Figure 1. Pin placement (run 1).
(4 px per um) Pins as bars across the die edge, other pins in gray.
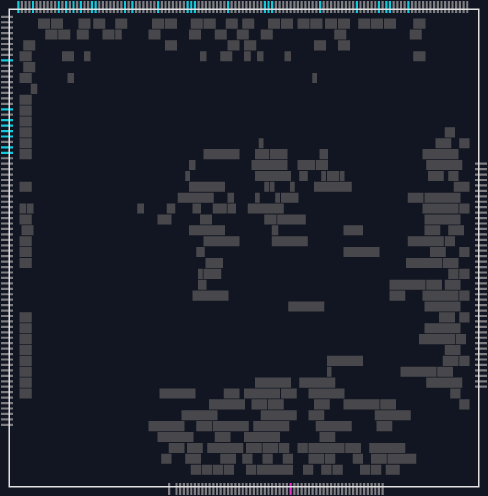
Figure 2. Wiring by layer (run 1).
(2 px per um) Only two layers are drawn.
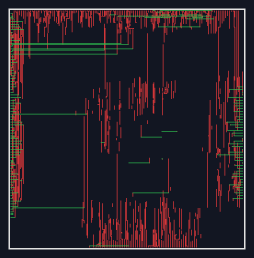
Figure 3. Placed standard cells (run 1).
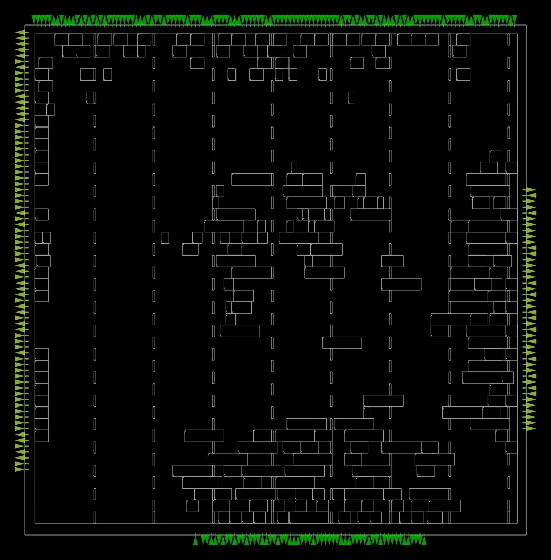
Figure 4. The metal 2 layer (run 1).
(4 px per um)
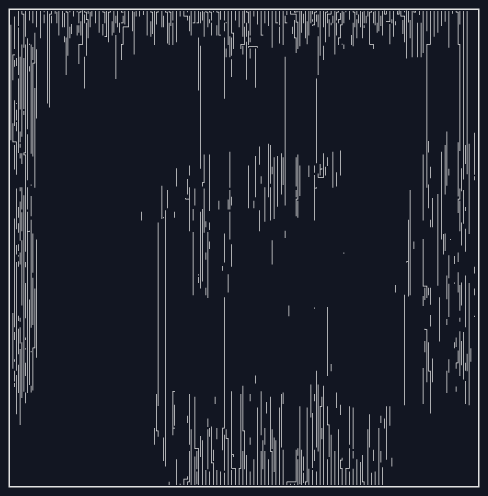
### src/rtl/dmem_arbiter.sv
`default_nettype none
// +----------------------------------------------------------------------------+
// | Module   : dmem_arbiter                                                    |
// | Purpose  : Shares one single-port data memory between the CPU MEM stage    |
// |            and a DMA port. CPU has default priority. DMA gets burst        |
// |            locking and starvation override.                                |
// | Option   : DMEM_ARB_STATS_EN adds stall and DMA-beat statistics counters.  |
// | Revision : 1.0 - initial release                                           |
// +----------------------------------------------------------------------------+
module dmem_arbiter #(
  parameter int AW            = 5,
  parameter int DMA_BURST_MAX = 8,
  parameter int STARVE_LIM    = 4
) (
  input  logic        clk,
  input  logic        clr_n,
  input  logic        cpu_req,
  input  logic        cpu_we,
  input  logic [31:0] cpu_addr,
  input  logic [31:0] cpu_wdata,
  output logic [31:0] cpu_rdata,
  output logic        cpu_stall,
  input  logic        dma_req,
  input  logic        dma_we,
  input  logic [31:0] dma_addr,
  input  logic [31:0] dma_wdata,
  input  logic        dma_last,
  output logic        dma_gnt,
  output logic [31:0] dma_rdata,
  output logic        dma_rvalid,
  output logic [31:0] mem_addr,
  output logic [31:0] mem_wdata,
  output logic        mem_we,
`ifdef DMEM_ARB_STATS_EN
  input  logic        stats_clr,
  output logic [15:0] stall_cnt,
  output logic [15:0] dma_beat_cnt,
`endif
  input  logic [31:0] mem_rdata
);

  localparam int                  c_BEAT_W    = (DMA_BURST_MAX > 1) ? $clog2(DMA_BURST_MAX) : 1;
  localparam logic [c_BEAT_W-1:0] c_BEAT_LAST = c_BEAT_W'(DMA_BURST_MAX - 1);
  localparam logic [2:0]          c_STARVE    = 3'(STARVE_LIM);

  // The wait counter is 3 bits wide and the word index must fit a 32-bit address.
  if ((AW < 1) || (AW > 30) || (STARVE_LIM < 1) || (STARVE_LIM > 7) || (DMA_BURST_MAX < 1))
  begin : g_param_err
    $error("dmem_arbiter: parameter out of range");
  end

  typedef enum logic [1:0] {
    ST_IDLE = 2'd0,
    ST_CPU  = 2'd1,
    ST_DMA  = 2'd2
  } state_t;

  state_t              r_state;
  logic [c_BEAT_W-1:0] r_beat_cnt;
  logic [2:0]          r_wait_cnt;
  logic                r_just_rel;
  logic [31:0]         r_dma_rdata;
  logic                r_dma_rvalid;

  logic w_cpu_grant;
  logic w_dma_grant;
  logic w_starved;
  logic w_last_beat;

  // Starvation override is suppressed for one cycle after a lock ends so the CPU gets a slot.
  assign w_starved   = (r_wait_cnt == c_STARVE) && !r_just_rel;
  assign w_last_beat = dma_last || (r_beat_cnt == c_BEAT_LAST);

  always_comb begin
    w_cpu_grant = 1'b0;
    w_dma_grant = 1'b0;
    if ((r_state == ST_DMA) && dma_req) begin
      w_dma_grant = 1'b1;
    end else if (w_starved && dma_req) begin
      w_dma_grant = 1'b1;
    end else if (cpu_req) begin
      w_cpu_grant = 1'b1;
    end else if (dma_req) begin
      w_dma_grant = 1'b1;
    end
  end

  always_comb begin
    mem_addr  = 32'h0;
    mem_wdata = 32'h0;
    mem_we    = 1'b0;
    if (w_cpu_grant) begin
      mem_addr  = cpu_addr;
      mem_wdata = cpu_wdata;
      mem_we    = cpu_we && clr_n;
    end else if (w_dma_grant) begin
      mem_addr  = dma_addr;
      mem_wdata = dma_wdata;
      mem_we    = dma_we && clr_n;
    end
  end

  assign cpu_rdata  = mem_rdata;
  assign cpu_stall  = cpu_req && !w_cpu_grant;
  assign dma_gnt    = w_dma_grant;
  assign dma_rdata  = r_dma_rdata;
  assign dma_rvalid = r_dma_rvalid;

  always_ff @(posedge clk or negedge clr_n) begin
    if (!clr_n) begin
      r_state    <= ST_IDLE;
      r_beat_cnt <= '0;
      r_just_rel <= 1'b0;
    end else begin
      r_just_rel <= 1'b0;
      if (w_dma_grant) begin
        if (w_last_beat) begin
          r_state    <= ST_IDLE;
          r_beat_cnt <= '0;
          r_just_rel <= 1'b1;
        end else begin
          r_state    <= ST_DMA;
          r_beat_cnt <= r_beat_cnt + 1'b1;
        end
      end else begin
        // Any cycle without a DMA grant ends a lock that may have been in progress.
        r_just_rel <= (r_state == ST_DMA);
        r_beat_cnt <= '0;
        r_state    <= w_cpu_grant ? ST_CPU : ST_IDLE;
      end
    end
  end

  always_ff @(posedge clk or negedge clr_n) begin
    if (!clr_n) begin
      r_wait_cnt <= 3'd0;
    end else if (!dma_req || w_dma_grant) begin
      r_wait_cnt <= 3'd0;
    end else if (r_wait_cnt < c_STARVE) begin
      r_wait_cnt <= r_wait_cnt + 3'd1;
    end
  end

  always_ff @(posedge clk or negedge clr_n) begin
    if (!clr_n) begin
      r_dma_rdata  <= 32'h0;
      r_dma_rvalid <= 1'b0;
    end else begin
      r_dma_rvalid <= w_dma_grant && !dma_we;
      if (w_dma_grant && !dma_we) begin
        r_dma_rdata <= mem_rdata;
      end
    end
  end

`ifdef DMEM_ARB_STATS_EN
  logic [15:0] r_stall_cnt;
  logic [15:0] r_dma_beat_cnt;

  always_ff @(posedge clk or negedge clr_n) begin
    if (!clr_n) begin
      r_stall_cnt    <= 16'h0;
      r_dma_beat_cnt <= 16'h0;
    end else if (stats_clr) begin
      r_stall_cnt    <= 16'h0;
      r_dma_beat_cnt <= 16'h0;
    end else begin
      if (cpu_stall && (r_stall_cnt != 16'hFFFF)) begin
        r_stall_cnt <= r_stall_cnt + 16'h1;
      end
      if (w_dma_grant && (r_dma_beat_cnt != 16'hFFFF)) begin
        r_dma_beat_cnt <= r_dma_beat_cnt + 16'h1;
      end
    end
  end

  assign stall_cnt    = r_stall_cnt;
  assign dma_beat_cnt = r_dma_beat_cnt;
`endif

endmodule
`default_nettype wire

### config.mk
export PLATFORM = sky130hd
export DESIGN_NAME = dmem_arbiter
export DESIGN_NICKNAME = d
export VERILOG_FILES = /design/src/rtl/dmem_arbiter.sv
export SDC_FILE = /design/constraint.sdc
export NUM_CORES = 1
export LEC_CHECK = 0
export ABC_CLOCK_PERIOD_IN_PS = 3200
export CORE_AREA = 2 2 115 117
export DETAILED_ROUTE_END_ITERATION = 8
export DIE_AREA = 0 0 117 119
export DONT_BUFFER_PORTS = 1
export GPL_TIMING_DRIVEN = 0
export SLEW_MARGIN = 20
export SYNTH_ARGS = -nofsm -noshare
export SYNTH_HDL_FRONTEND = slang
export SYNTH_SLANG_ARGS = --single-unit
export TNS_END_PERCENT = 30
### constraint.sdc
create_clock -name clk -period 3.2 [get_ports clk]
set_input_delay 0.32 -clock clk [delete_from_list [all_inputs] [get_ports clk]]
set_output_delay 0.32 -clock clk [all_outputs]
set_load 0.05 [all_outputs]
==> summary.txt, run 1 <==
Implementation status.

- The final max-slew violation count is 0.
- The kind of cell adding the most delay to the critical path is AND-OR/OR-AND gates.
- Checking hold timing, the worst path is listed with class in2reg.
- The summed standard-cell area reported by yosys is 0.00257 mm2.
- The share of total power dissipated in sequential elements is 0.461.
- The residual overflow from global routing is 0.
- The sequential-to-total area share from yosys stat is 0.410.
- The placement stage leaves a total instance area of ~0.0028 mm2.
- The post-route clock skew is about 0.0035 ns.
- The number of remaining DRC errors is 0.
- The critical path goes through inv_1, ha_1, nand3b_4, a31oi_2, buf_2, a32o_1.
- The number of sinks on the clock net is ~42.
- In the Yosys stats the netlist draws on 26 distinct library cells.
- For reference, the placement row count at floorplan is roughly 42.
- Summing over the stages, the warning tally comes to 27.
- Hold-check failures listed in the final report amount to 0.
- The run finished with clean final reports.
- After synthesis, the design contains roughly 220 cells according to Yosys.
- The topmost layer with routed signal wires is met4.
- After synthesis, the share of cell area in mux cells is 0.148.
- The remaining number of nets flagged by the antenna check after routing is 0.
- Looking at the VDD voltage map, the peak drop is between 0.00015 and 0.0002 V.
- The met1 layer wirelength in the final routing is 2940 um.
- In this run the worst path has a maximum fanout of 10.
- In this run, the synthesized area fraction spent on AND-OR/OR-AND gates is recorded as 0.243.
- The share of the synthesized area in the top cell type is 0.410.
- Setup total negative slack on the finished layout was measured at 0 ns.
- Looking at the clock tree report, the root buffer type is sky130_fd_sc_hd__clkbuf_16.
- TritonCTS built the clock tree.
- The final clock period utilization by the worst path is 0.922.
- The post-layout minimum cycle time is ~3.0 ns.
- The number of detailed-routing iterations run before antenna repair is 4.
- The slowest stage of the critical path is the sky130_fd_sc_hd__a32o_1 cell.
- The timing report notes that buffer and inverter cells on the critical path total 2.
- The final antenna diode tally reported by the flow is 0.
- For this run, the slowest stage of the critical path takes slightly below 0.6 ns.
- The total power is between 2000 and 2500 uW.
- The worst setup path is launched from a flop.
- The clock network fraction of total power is 0.235.
- The via count of the first global-routing pass is approximately 1900.
- The share of synthesized cell area in full adder, half adder and majority cells is 0.0195.
- The net load switching power is ~1000 uW.
- The worst endpoint data arrival time is ~2.6 ns.
- The number of register bits inferred by synthesis is approximately 42.
- The slew check shows that the tightest pin keeps a relative margin of 0.514.
- The number of antenna violations at the first check in global routing is 0.
- The final report lists the setup-violating endpoint count as 0.
- The detailed route wirelength on metal2 is between 3000 and 4000 um.
- The max-capacitance violation count is 0.
- The detailed-routed wire length on met3 is 908 um.
- Each instance of the synthesized netlist takes up on average roughly 12 um2.
- Post-CTS repair ended up resizing 0 cells.
- Summed over all cells, the static leakage comes to approximately 0.0014 uW.
- The highest-count logic cell in the final layout is sky130_fd_sc_hd__a22o_1.
- The cell area after synthesis is 0.00257 mm2.
- met2 is the most crowded layer.
## Picture notes: Figure 1
cyan -> cpu_wdata  # pins 32, direction input, edge 24 top, 8 left
magenta -> dma_rvalid  # pins 1, direction output, edge bottom
all pins by edge = 123 top, 76 left, 58 bottom, 42 right
Port-buffer cells: 0
height of the die: 119 um
die extent in x: 117 um

## Picture notes: Figure 2
red -> met2  # wire length 3970 um
green -> met3  # wire length 908 um
total number of vias: 1941
average detailed-routed wire length per instance: 19.8 um
Detailed Route WL: 7990 um
global-route usage over all layers: 0.105

## Picture notes: Figure 3
fraction of the core area covered by cells at the end of the flow: 0.231
Tap Count: 176
count of filler cells inserted in the layout: 1385

## Picture notes: Figure 4
share of all routed wire = 50%
longest straight run = 63.9 um
nets with wire on the layer = 390
main direction = vertical
met2 Use GR: 0.170

==> run 1: layout make-up <==
cell class / count / area [um2]
clock inverter: 1 / 5.00
clock buffer: 7 / 143
inverter: 3 / 11.3
sequential: 42 / 1050
timing repair buffer: 2 / 30.0
tap: 176 / 220
buffer: 50 / 347
multi-input combinational: 123 / 1160
fill: 1385 / 9910
==> run 1: cell families (layout without fill, tap and decap cells) <==
group	Yosys count	in the layout
adders and majority gates	4	4
and+or+nand+nor	15	15
xor gates and xnor gates	1	1
muxes	34	34
buffers and inverters	53	63
DFF	42	42
AOI/OAI and AO/OA	69	69
==> run 1: synth_stat cells <==
cell,n
sky130_fd_sc_hd__a22o_1,64
sky130_fd_sc_hd__ha_1,4
sky130_fd_sc_hd__mux2i_1,2
sky130_fd_sc_hd__a311oi_4,1
sky130_fd_sc_hd__inv_1,3
sky130_fd_sc_hd__and3b_1,1
sky130_fd_sc_hd__nand2_1,1
sky130_fd_sc_hd__buf_4,32
sky130_fd_sc_hd__buf_2,12
sky130_fd_sc_hd__clkbuf_2,1
sky130_fd_sc_hd__nand3b_4,1
sky130_fd_sc_hd__and2_1,2
sky130_fd_sc_hd__a31oi_2,1
sky130_fd_sc_hd__nor2_1,5
sky130_fd_sc_hd__xor2_1,1
sky130_fd_sc_hd__nor2b_1,1
sky130_fd_sc_hd__nand2b_1,1
sky130_fd_sc_hd__a21oi_1,1
sky130_fd_sc_hd__a31o_2,1
sky130_fd_sc_hd__mux2_2,32
sky130_fd_sc_hd__clkbuf_1,2
sky130_fd_sc_hd__and3_1,2
sky130_fd_sc_hd__buf_6,3
sky130_fd_sc_hd__dfrtp_1,42
sky130_fd_sc_hd__a32o_1,1
sky130_fd_sc_hd__nand4_1,1
==> run 1: repair_timing <==
action,4_1_cts,5_1_grt
hold endpoints to repair,42,0
hold buffers,2,0
buffers inserted,0,0
==> run 1: path summary, 6_finish.rpt <==
path | end | slack (ns) | cells after the start | from
hold reg to reg | r_beat_cnt[0]$_DFF_PN0_ | 0.56 | 1 | r_beat_cnt[0]$_DFF_PN0_
setup reg to reg | r_just_rel$_DFF_PN0_ | 1.10 | 6 | r_wait_cnt[0]$_DFFE_PN0P_
max in group asynchronous | r_wait_cnt[0]$_DFFE_PN0P_ | 2.50 | 2 | clr_n
hold / removal | dma_rdata[26]$_DFFE_PN0P_ | 0.19 | 1 | mem_rdata[26]
setup / recovery | mem_we | 0.25 | 6 | r_wait_cnt[0]$_DFFE_PN0P_
min in group asynchronous | dma_rdata[29]$_DFFE_PN0P_ | 0.50 | 2 | clr_n
==> run 1: power by group through the flow <==
stage,Sequential [uW],Combinational (uW),Clock (uW)
final,961,634,491
after global routing,973,662,541
after CTS,963,639,510
after detailed placement,975,624,0
after global placement,970,619,0
after floorplan,954,577,0
==> run 1: through the flow <==
step                utilization  instances
finish                    0.231        404
global route              0.231        404
CTS                       0.231        404
detailed placement        0.217        394
global placement          0.216        394
floorplan                     -        218
==> run 1: sequential cells by signal, summed over array words and instances, names as in the netlist <==
name,count
dma_rdata,32
r_beat_cnt,3
r_wait_cnt,3
r_state,2
dma_rvalid,1
r_just_rel,1
==> run 2, diff against run 1 <==
Settings changed: CORE_AREA 2 2 115 117 to 2 2 114 116, DIE_AREA 0 0 117 119 to 0 0 116 118.
Figure 5. Wiring by layer (run 2).
(2 px per um) Only two layers are drawn.
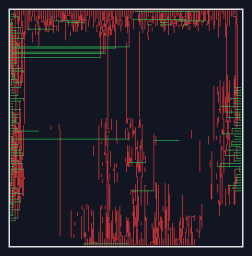
green -> met3  # wire length 873 um
red -> met2  # wire length 4330 um
average detailed-routed wire length per instance: 21.2 um
Detailed Route WL: 8490 um
global-route usage over all layers: 0.113
total number of vias: 1961

==> summary.txt, run 2 <==
Implementation status.

- The number of OpenROAD warnings is 27 (unchanged).
- The number of enable-type register cells in the synthesized netlist is 0 (unchanged).
- The flow ran to the end, and the final reports show no timing, DRC or antenna violations.
- The number of distinct standard cells referenced by the synthesized netlist was 26 (unchanged).
- The final max-slew violation count was 0 (unchanged).
- The final number of setup-violating endpoints is 0 (unchanged).
- The remaining max-slew budget at the tightest pin is 0.543 (+0.0291).
- The number of antenna cells inserted is 0 (unchanged).
- The highest net fanout along the worst path was 10 (unchanged).
- The via count of the first global-routing pass is 1917 (+2.9%).
- The logic depth of the worst register-to-register path came to 6 (unchanged).
- The count of buffers added by post-CTS timing repair for setup came to 0 (unchanged).
- The number of sinks on the clock net is 42 (unchanged).
- The post-synthesis cell count from yosys is 218 (unchanged).
- The buffer-and-inverter tally for the worst setup path came to 2 (unchanged).
- The number of hold violations in the final report is 0 (unchanged).
- The sequential-to-total area share from yosys stat was 0.410 (unchanged).
- The startpoint of the worst-slack reg-to-reg timing path is r_wait_cnt[0]$_DFFE_PN0P_.
- For reference, the top cells by count after synthesis are 64 x sky130_fd_sc_hd__a22o_1, 42 x sky130_fd_sc_hd__dfrtp_1, 32 x sky130_fd_sc_hd__buf_4, 32 x sky130_fd_sc_hd__mux2_2, 12 x sky130_fd_sc_hd__buf_2.
- The mean instance size in the synthesized netlist is 11.8 um2 (unchanged).
- The clock network fraction of total power was 0.240 (+0.005).
- The number of antenna violations at the first check in global routing is 0 (unchanged).
- The total number of placement rows is 41 (-2.4%).
- The fraction of power consumed by sequential logic is 0.458 (-0.003).
- STA classifies the critical path startpoint as a flop.
- The remaining number of nets flagged by the antenna check after routing was 0 (unchanged).
- The number of register bits inferred by synthesis is 42 (unchanged).
- The type recorded for the worst min-delay path is in2reg.
- The residual overflow from global routing is 0 (unchanged).
- The final clock period utilization by the worst path is 0.896 (-0.0261).
- The flip-flop count of the largest register, all copies and words added is 32 (unchanged).
- The timing report attributes the biggest portion of critical-path delay to AND-OR/OR-AND gates.
- Per the CTS log, the root buffer master is sky130_fd_sc_hd__clkbuf_16.
- The signal on the critical path passes through inv_1, ha_1, nand3b_4, a31oi_2, buf_2, a32o_1.
- TritonCTS built the clock tree.
- The launch point of the worst min-delay path is recorded as mem_rdata[8].
- The max-capacitance violation count is 0 (unchanged).
- The reported leakage power is 0.00135 uW (-0.55%).
- The share of the synthesized area in the top cell type is 0.410 (unchanged).
- The fill cell total of the finished layout is 1346 (-2.8%).
- The worst supply voltage drop on vdd is 0.000224 V (+31%).
- The number of gates on the worst path with buffers counted is 6 (unchanged).
- The number of port buffers is 0 (unchanged).
- The chip height is 118 um (-0.84%).
- The fraction of registers with async set or reset after synthesis is 1.00 (unchanged).
- The slowest cell on the critical path is sky130_fd_sc_hd__a32o_1.
-- run 2: cell counts after synthesis --
Identical to the previous run, type by type.
-- run 2: routing by layer --
layer / part of all wire / up-vias / wire, um / global-route usage
met4: 0.017 / 0 / 144 / 0.0372
met1: 0.37 / 994 / 3150 / 0.135
met2: 0.51 / 148 / 4330 / 0.190
met3: 0.10 / 8 / 873 / 0.0360
li1: - / 811 / - / -
met5: 0 / - / 0 / 0
-- run 2: cells by family after synthesis --
| group | share of synthesized area |
|---|---|
| compound gates | 0.243 |
| xor+xnor | 0.00341 |
| fa+ha+maj | 0.0195 |
| buf+inv | 0.139 |
| flops | 0.410 |
| mux | 0.148 |
| simple gates | 0.0371 |
-- run 2: path summary, 6_finish.rpt --
kind	end	slack, ns
min	dma_rdata[8]$_DFFE_PN0P_	0.18
min reg2reg	r_beat_cnt[0]$_DFF_PN0_	0.56
max in group asynchronous	dma_rdata[26]$_DFFE_PN0P_	2.48
max	mem_we	0.33
max reg2reg	r_just_rel$_DFF_PN0_	1.18
min in group asynchronous	dma_rdata[22]$_DFFE_PN0P_	0.53
-- run 2: timing repair --
action	4_1_cts	5_1_grt
resized	0	0
endpoints found under the hold margin	42	0
hold buffers	2	0
-- run 2: area by class of cell --
type                            count  area [um2]  share of cell area
Inverter                            3        11.3             0.00380
Clock buffer                        5         125              0.0422
Tap cell                          172         215              0.0726
Sequential cell                    42        1050               0.355
Multi-Input combinational cell    123        1160               0.392
Clock inverter                      3        23.8             0.00802
Buffer                             50         347               0.117
Timing Repair Buffer                2        30.0              0.0101
-- run 2: power by group through the flow --
stage | Combinational, uW | Sequential, uW | Clock [uW]
after floorplan | 577 | 954 | 0
after global placement | 616 | 969 | 0
after detailed placement | 621 | 974 | 0
after CTS | 636 | 963 | 523
after global routing | 660 | 970 | 544
final | 633 | 960 | 501
-- run 2: metrics by stage --
step           setup slack (ns)   util  power [uW]  instances
2_1_floorplan             0.980      -        1530        218
3_3_place_gp              0.534  0.224        1590        390
5_1_grt                   0.172  0.239        2170        400
4_1_cts                   0.206  0.239        2120        400
6_report                  0.333  0.239        2090        400
3_5_place_dp              0.520  0.224        1590        390
-- run 2: worst reg2reg max path, cell delays in order (launching register included) --
cell	delay, ns
sky130_fd_sc_hd__dfrtp_1	0.40
sky130_fd_sc_hd__inv_1	0.07
sky130_fd_sc_hd__ha_1	0.18
sky130_fd_sc_hd__nand3b_4	0.12
sky130_fd_sc_hd__a31oi_2	0.46
sky130_fd_sc_hd__buf_2	0.49
sky130_fd_sc_hd__mux2i_1	0.23
Power is estimated from default activity; no workload was simulated.
